## config.mk

```make
export PLATFORM = sky130hd
export DESIGN_NAME = logic_exec_stage
export DESIGN_NICKNAME = d
export VERILOG_FILES = /design/src/rtl/logic_exec_stage_pkg.sv /design/src/rtl/logic_exec_stage_pipe_reg.sv /design/src/rtl/logic_exec_stage.sv
export SDC_FILE = /design/constraint.sdc
export NUM_CORES = 1
export LEC_CHECK = 0
export CORE_ASPECT_RATIO = 1.1
export CORE_UTILIZATION = 39
export CTS_CLUSTER_DIAMETER = 150
export DETAILED_ROUTE_END_ITERATION = 8
export PLACE_DENSITY = 0.81
export RECOVER_POWER = 100
export SLEW_MARGIN = 20
export SYNTH_ARGS = -nofsm -noshare
export SYNTH_HDL_FRONTEND = slang
export SYNTH_HIERARCHICAL = 1
export SYNTH_SLANG_ARGS = --single-unit
```

## constraint.sdc

```tcl
create_clock -name clk -period 2.2 [get_ports clk]
set_clock_uncertainty 0.15 [all_clocks]
set_input_delay 0.22 -clock clk [delete_from_list [all_inputs] [get_ports clk]]
set_output_delay 0.22 -clock clk [all_outputs]
set_load 0.02 [all_outputs]
```

## src/rtl/logic_exec_stage_pkg.sv

```systemverilog
// ---------------------------------------------------------------------------
// logic_exec_stage_pkg
//   Shared definitions for the logic execute stage:
//   - opcode encodings understood by the downstream logic-function unit
//   - op_legal(): true for opcodes the logic unit supports
//   - default datapath width
// ---------------------------------------------------------------------------
package logic_exec_stage_pkg;

  localparam int WIDTH_DEF = 32;

  localparam logic [2:0] OP_AND  = 3'b000;
  localparam logic [2:0] OP_OR   = 3'b001;
  localparam logic [2:0] OP_XOR  = 3'b010;
  localparam logic [2:0] OP_NAND = 3'b011;
  localparam logic [2:0] OP_NOR  = 3'b100;

  // Encodings 101..111 are reserved; everything up to NOR is supported.
  function automatic logic op_legal(input logic [2:0] op);
    return (op <= OP_NOR);
  endfunction

endpackage

```

## src/rtl/logic_exec_stage_pipe_reg.sv

```systemverilog
// ---------------------------------------------------------------------------
// pipe_reg_stage
//   Generic one-entry valid/ready payload register.
//
//   Handshake: a transfer happens on any rising edge where valid and ready
//   are both high on that interface. in_ready never depends on in_valid.
//   A full register can be refilled in the same cycle it drains.
//
//   Ports:
//     clk, rst      clock, asynchronous active-high reset
//     flush         synchronous kill: entry dropped, incoming data discarded
//     in_valid      upstream offers in_data
//     in_ready      register can take data this cycle (empty or draining)
//     in_data       payload in
//     out_valid     register holds an entry
//     out_ready     downstream takes the entry this cycle
//     out_data      payload out (held while stalled and after draining)
// ---------------------------------------------------------------------------
module pipe_reg_stage #(
  parameter int W = 8
) (
  input  logic         clk,
  input  logic         rst,
  input  logic         flush,
  input  logic         in_valid,
  output logic         in_ready,
  input  logic [W-1:0] in_data,
  output logic         out_valid,
  input  logic         out_ready,
  output logic [W-1:0] out_data
);

  logic         valid_q, valid_d;
  logic [W-1:0] data_q, data_d;
  logic         load;

  assign in_ready  = !valid_q | out_ready;
  assign load      = in_valid & in_ready & !flush;
  assign out_valid = valid_q;
  assign out_data  = data_q;

  always_comb begin
    valid_d = valid_q;
    data_d  = data_q;
    if (flush) begin
      valid_d = 1'b0;
    end else if (load) begin
      valid_d = 1'b1;
      data_d  = in_data;
    end else if (out_ready) begin
      // Drained with no refill: payload is kept, only valid drops.
      valid_d = 1'b0;
    end
  end

  always_ff @(posedge clk or posedge rst) begin
    if (rst) begin
      valid_q <= 1'b0;
      data_q  <= '0;
    end else begin
      valid_q <= valid_d;
      data_q  <= data_d;
    end
  end

endmodule

```

## src/rtl/logic_exec_stage.sv

```systemverilog
// ---------------------------------------------------------------------------
// logic_exec_stage
//   Two-stage execute wrapper in front of a combinational logic-function unit.
//   Stage 1 registers operands/opcode that feed the unit (lu_*); stage 2
//   captures the unit result, derives N/Z and offers a tagged result to
//   writeback. Illegal opcodes never reach the unit: they are sent as AND
//   with the unit disabled and complete with a zero result and out_err=1.
//
//   Handshakes (both sides): transfer on a rising edge with valid & ready.
//   in_ready = !s1_valid | s2_free, where s2_free = !s2_valid | out_ready.
//   Accepted op at edge k is presented on out_* after edge k+1.
//
//   Ports:
//     clk, rst            clock, async active-high reset
//     flush               synchronous kill of both stages (done_cnt kept)
//     in_valid/in_ready   decode handshake
//     in_op,in_a,in_b     opcode and operands
//     in_rd,in_setflags   destination tag, N/Z update request
//     lu_a,lu_b,lu_idx    registered unit inputs
//     lu_active           unit enable (stage 1 holds a legal op)
//     lu_o                unit result, combinational from lu_*
//     out_valid/out_ready writeback handshake
//     out_result,out_rd   result and tag
//     out_n,out_z         sign and zero flags of out_result
//     out_flags_we        writeback should update N/Z
//     out_err             op had an illegal opcode
//     done_cnt            saturating count of completed writeback transfers
// ---------------------------------------------------------------------------
module logic_exec_stage
  import logic_exec_stage_pkg::*;
#(
  parameter int WIDTH = WIDTH_DEF,
  parameter int RDW   = 4,
  parameter int CNTW  = 16
) (
  input  logic             clk,
  input  logic             rst,
  input  logic             flush,
  input  logic             in_valid,
  output logic             in_ready,
  input  logic [2:0]       in_op,
  input  logic [WIDTH-1:0] in_a,
  input  logic [WIDTH-1:0] in_b,
  input  logic [RDW-1:0]   in_rd,
  input  logic             in_setflags,
  output logic [WIDTH-1:0] lu_a,
  output logic [WIDTH-1:0] lu_b,
  output logic [2:0]       lu_idx,
  output logic             lu_active,
  input  logic [WIDTH-1:0] lu_o,
  output logic             out_valid,
  input  logic             out_ready,
  output logic [WIDTH-1:0] out_result,
  output logic [RDW-1:0]   out_rd,
  output logic             out_n,
  output logic             out_z,
  output logic             out_flags_we,
  output logic             out_err,
  output logic [CNTW-1:0]  done_cnt
);

  // Stage 1 payload: {a, b, idx, rd, setflags, err}
  localparam int S1W = 2 * WIDTH + 3 + RDW + 2;
  // Stage 2 payload: {result, rd, n, z, err, setflags}
  localparam int S2W = WIDTH + RDW + 4;

  // ---------------- stage 1 ----------------
  logic           in_legal;
  logic [2:0]     s1_idx_in;
  logic [S1W-1:0] s1_in_data, s1_data;
  logic           s1_valid;
  logic           s2_free;
  logic [RDW-1:0] s1_rd;
  logic           s1_setflags;
  logic           s1_err;

  assign in_legal   = op_legal(in_op);
  // Illegal ops are parked as AND so the unit only ever sees a legal index.
  assign s1_idx_in  = in_legal ? in_op : OP_AND;
  assign s1_in_data = {in_a, in_b, s1_idx_in, in_rd, in_setflags, !in_legal};

  pipe_reg_stage #(.W(S1W)) u_s1 (
    .clk       (clk),
    .rst       (rst),
    .flush     (flush),
    .in_valid  (in_valid),
    .in_ready  (in_ready),
    .in_data   (s1_in_data),
    .out_valid (s1_valid),
    .out_ready (s2_free),
    .out_data  (s1_data)
  );

  assign {lu_a, lu_b, lu_idx, s1_rd, s1_setflags, s1_err} = s1_data;
  // Enable only while a legal op occupies stage 1; both terms are flops.
  assign lu_active = s1_valid & !s1_err;

  // ---------------- stage 2 ----------------
  logic [WIDTH-1:0] s2_result_in;
  logic [S2W-1:0]   s2_in_data, s2_data;
  logic             s2_setflags;

  assign s2_result_in = s1_err ? '0 : lu_o;
  // N/Z are computed at capture so the outputs are plain registers.
  assign s2_in_data   = {s2_result_in, s1_rd, s2_result_in[WIDTH-1],
                         (s2_result_in == '0), s1_err, s1_setflags};

  pipe_reg_stage #(.W(S2W)) u_s2 (
    .clk       (clk),
    .rst       (rst),
    .flush     (flush),
    .in_valid  (s1_valid),
    .in_ready  (s2_free),
    .in_data   (s2_in_data),
    .out_valid (out_valid),
    .out_ready (out_ready),
    .out_data  (s2_data)
  );

  assign {out_result, out_rd, out_n, out_z, out_err, s2_setflags} = s2_data;
  assign out_flags_we = s2_setflags & !out_err & out_valid;

  // ---------------- completed-op counter ----------------
  logic [CNTW-1:0] done_cnt_q, done_cnt_d;

  always_comb begin
    done_cnt_d = done_cnt_q;
    if (out_valid && out_ready && (done_cnt_q != {CNTW{1'b1}})) begin
      done_cnt_d = done_cnt_q + 1'b1;
    end
  end

  always_ff @(posedge clk or posedge rst) begin
    if (rst) begin
      done_cnt_q <= '0;
    end else begin
      done_cnt_q <= done_cnt_d;
    end
  end

  assign done_cnt = done_cnt_q;

endmodule

```

Fig. 1: run 1, register map, names as in the netlist
Bar = 20 µm.
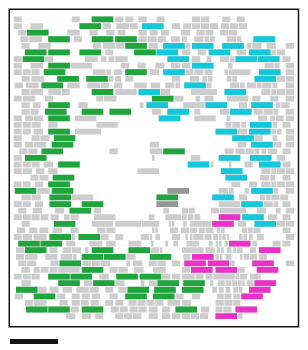
legend:
  cyan:
    signal: `u_s2/out_data`
    flops: 40
  magenta:
    signal: `done_cnt`
    flops: 16
    where: bottom right
  green:
    signal: `u_s1/out_data`
    flops: 73
not colored: 2
fin util: 60.6%
seq pwr: 3.09 mW

Fig. 2: run 1, cells by drive strength
Bar = 20 µm.
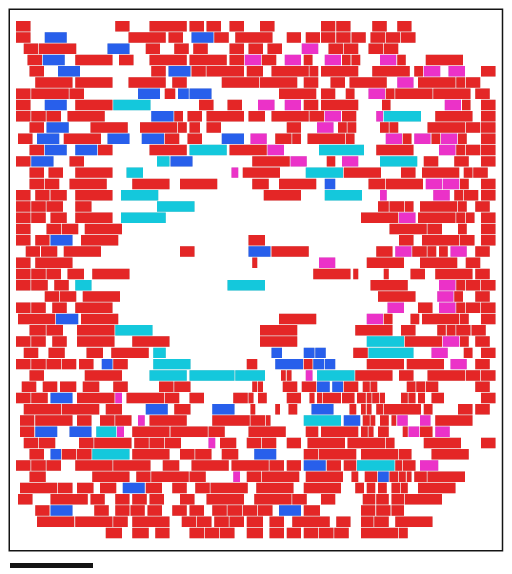
legend:
  cyan:
    size: x6 and larger
    cells: 27
  blue:
    size: x3 and x4
    cells: 47
  red:
    size: x1 and smaller
    cells: 524
  magenta:
    size: x2
    cells: 51
Final WS setup: 0.158 ns
Finished Cell Area: 0.00879 mm²

==> results.txt, run 1 <==
status: finished clean
die height: 130 µm
routed len/inst: 16.4 µm
Worst Setup SP: u_s2/out_valid
Pre-Repair DR Iteration Count: 4
met2 wire length: 6890 µm
crit start category: flip-flop
Chip Area: 0.0155 mm²
DR iter-0 viols: 171
final hold vios: 0
CTS max path bufs: 2
grt total ovfl: 0
Largest cell class: registers
Buf/Inv on CP: 2
Main logic family: multiplexers
Sum Neg Setup Slack: 0 ns
die extent in x: 119 µm
met2 usage: 31.3%
post-synthesis cell count: 379
pwr/cell area: 938 mW/mm²
Max Fclk: 490 MHz
Signal buffers: 254
HP Class: in2async
hpwl dp: 9980 µm
worst-case reg-to-reg path depth: 4
r2r endpoint: done_cnt[1]
data required time at the worst endpoint: 1.83 ns
Register Area: 0.00328 mm²
Reg-to-Reg Start: done_cnt[12]
Comb area: 0.00215 mm²
clk cell area share: 7.07%
cycle use final: 92.8%
Clock transition at path regs: 0.06 ns
Tapcells: 192
Peak VDD IR: 0.548 mV
cell family with most CP delay: buffers and inverters
Fig. 3: run 1, placement by RTL instance
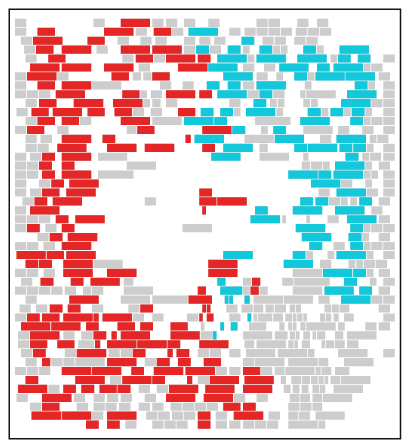
legend:
  red:
    instance: `u_s1`
    cells: 165
  cyan:
    instance: `u_s2`
    cells: 90
not colored: 394

run 1: timing repair:
action | 4_1_cts | 5_1_grt
gates resized | 0 | 1
hold buffers | 0 | 0
endpoints found under the hold margin | 0 | 0
endpoints found under the setup margin | 0 | 1
run 1: through the flow:
step	hold WS, ns	std cells	area, µm²	setup slack, ns	utilization (%)
2_1_floorplan	-0.0163	379	5850	0.210	-
3_3_place_gp	0.317	810	8430	0.0797	58.1
5_1_grt	0.245	841	8790	0.0311	60.6
4_1_cts	0.150	841	9050	0.0601	62.4
6_report	0.240	841	8790	0.158	60.6
3_5_place_dp	0.333	810	8430	0.0472	58.1
Fig. 4: run 1, clock nets
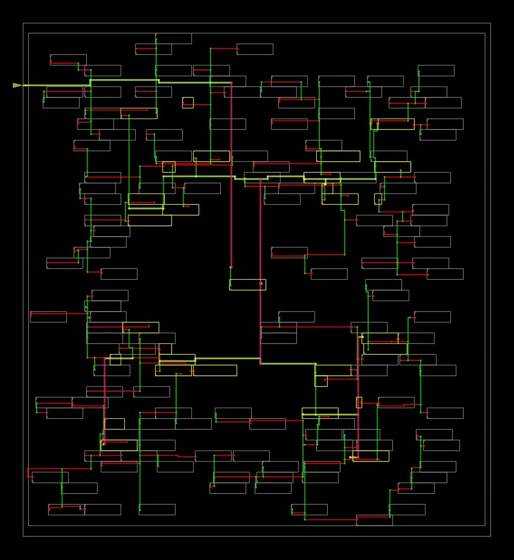

==> run 2, diff against run 1 <==
--- a/config.mk
+++ b/config.mk
@@ -9,7 +9,8 @@
 export CORE_UTILIZATION = 39
 export CTS_CLUSTER_DIAMETER = 150
 export DETAILED_ROUTE_END_ITERATION = 8
-export PLACE_DENSITY = 0.81
+export HOLD_SLACK_MARGIN = 0.12
+export PLACE_DENSITY_LB_ADDON = 0.2
 export RECOVER_POWER = 100
 export SLEW_MARGIN = 20
 export SYNTH_ARGS = -nofsm -noshare
Fig. 5: run 2, clock nets
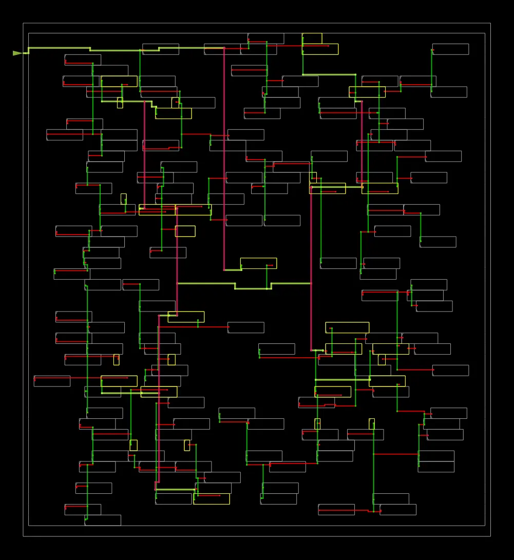
layout sequential cell count: 131
reported clock group power: 2.55 mW
Num CTS Buffers: 17
clk sinks: 131

Fig. 6: run 2, placed cells, one color a class
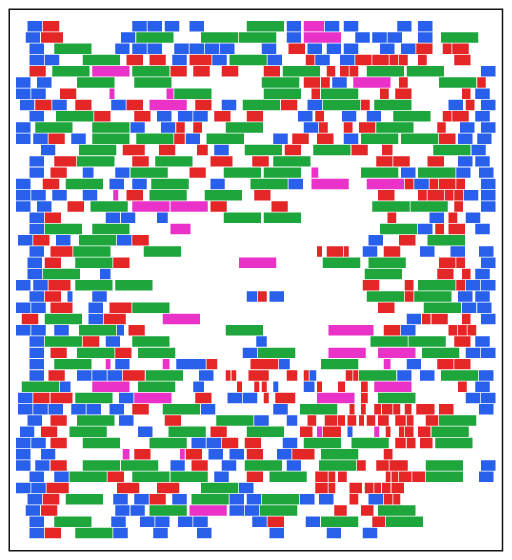
legend:
  red:
    class: remaining logic cells
    cells: 233
  green:
    class: registers
    cells: 131
  magenta:
    class: clock drivers and dummy loads
    cells: 31
  blue:
    class: remaining buffers and delay cells
    cells: 250

==> run 2 against run 1 <==
Sequential cell count unchanged. Wire length down 0.85%. Clock power down 14%. Clock-buffer cell count up 6. Sequential share of layout area up 0.68 points. Largest power group unchanged. Non-clock buffer count down 4. Highest routed layer unchanged. Design area down 1.8%. Maximum frequency down 2.5%. Sequential power about the same. Synthesized cell count unchanged. Combinational power down 3%. Critical path type is now reg2reg. Global-route usage down 0.57 points.
==> results.txt, run 2 <==
Floorplan Utilization: 40.3%
FA/HA/MAJ Cells, Area Fraction: 0.214%
port bufs: 234
Pre-Repair DR Iteration Count: 4
Buf/Inv on CP: 0
Worst Setup SP: done_cnt[13]
Post-synth ARST share: 100%
Reg-to-Reg Start: done_cnt[13]
Synth cell types: 35
syn avg cell area: 15.4 µm²
TritonCTS clock tree: done
grt total ovfl: 0
Leak Pwr: 3.77 nW
Final WS setup: 0.107 ns
cycle use final: 95.2%
Comb area: 0.00210 mm²
register-to-register setup slack: 0.11 ns
met2 wire length: 6550 µm
total power: 7.77 mW
min-delay src: in_a[19]
placed cells: 806
MUX share of area: 26.5%
Max Fclk: 478 MHz
Post-Layout Cell Count: 837
vias post-DR: 3952
syn_nets: 489
Clock transition at path regs: 0.05 ns
YS warnings: 6
Synth top cell by count: dfrtp_1
Post-Place Cell Area: 0.00843 mm²
status: finished clean
pre-CTS WS: 0.0716 ns
final setup vio count: 0
data required time at the worst endpoint: 2.34 ns
max reg flops: 73
final hold vios: 0
wire length on met3: 1150 µm
r2r endpoint: done_cnt[1]
critical path depth in cells: 4
yosys cell count: 379
RSZ-0062 raised after global routing: no
simple-gate share of the synthesized area: 10.4%
Slew headroom: 31.9%
Hold Crit Depth: 2
final hold slack: 0.254 ns
post-CTS resize count: 0
switching pwr: 2.25 mW
post-synthesis cell count: 379
Finished Cell Area: 0.00863 mm²
worst-case reg-to-reg path depth: 4
DR iter-0 viols: 79
Sw Share: 28.9%
met2 usage: 29.0%
largest net degree at the start of global routing: 75
HP Class: in2reg
Via density: 4.72
total setup buffers inserted after CTS: 0
OpenROAD warning count: 26
GR Util met1: 22.5%
Main logic family: multiplexers
Synth Flop Type: dfrtp_1
Chip Area: 0.0155 mm²
routed len/inst: 16.4 µm
crit start category: flip-flop
Yosys chip area: 0.00584 mm²
die height: 130 µm
hpwl dp: 9880 µm
Final Critical Period: 2.09 ns
xor/xnor share: 1.65%
Top cells by area: dfrtp_1 56%, mux2_4 18%, mux2_2 7.1%
top cells by count: 131 x dfrtp_1, 71 x mux2_4, 37 x mux2_2
Register Area: 0.00328 mm²
Placer Congestion: 0.819
Max Cap Viol: 0
Clk Latency, worst-skew pair: 0.41 ns
Peak VDD IR: 0.513 mV
Hold EP: u_s1/out_data[60]
fin util: 59.5%
Sum Neg Setup Slack: 0 ns
die extent in x: 119 µm
critical path, cell by cell: nand4_2 > or4_1 > and3_1 > mux2_4
global-route wire length before repair: 21700 µm
pwr/cell area: 900 mW/mm²
CTS max path bufs: 2
cell family with most CP delay: simple AND/OR/NAND/NOR gates
Netlist Area Pre-Place: 0.00584 mm²
core area: 0.0145 mm²
fin. max-slew vios: 0
hold buffer count at CTS: 0
[run 2: netlist changes by cell type in the layout (fill, tap and decap cells not counted), sizes merged]
cell and delta:
clkinvlp -3, clkbuf +3, clkdlybuf4s50 +1, inv -2, clkinv +2, buf -2, bufinv -3
[run 2: cell type report]
cell class                 instances  share of cell area (%)
multi-input combinational        227                    24.3
inverter                           6                   0.304
sequential                       131                    38.0
clock inverter                     6                   0.638
timing repair buffer             250                    28.5
tap                              192                    2.78
clock buffer                      25                    5.51
[run 2: power by group through the flow]
stage / clock network, mW / registers, mW / logic (mW)
after floorplan: 0 / 3.63 / 0.727
after global placement: 0 / 3.15 / 2.42
after detailed placement: 0 / 3.15 / 2.46
after CTS: 2.62 / 3.13 / 2.46
after global routing: 2.73 / 3.16 / 2.25
final: 2.55 / 3.09 / 2.12
No activity file was given, so power comes from the tool's default toggle rates.
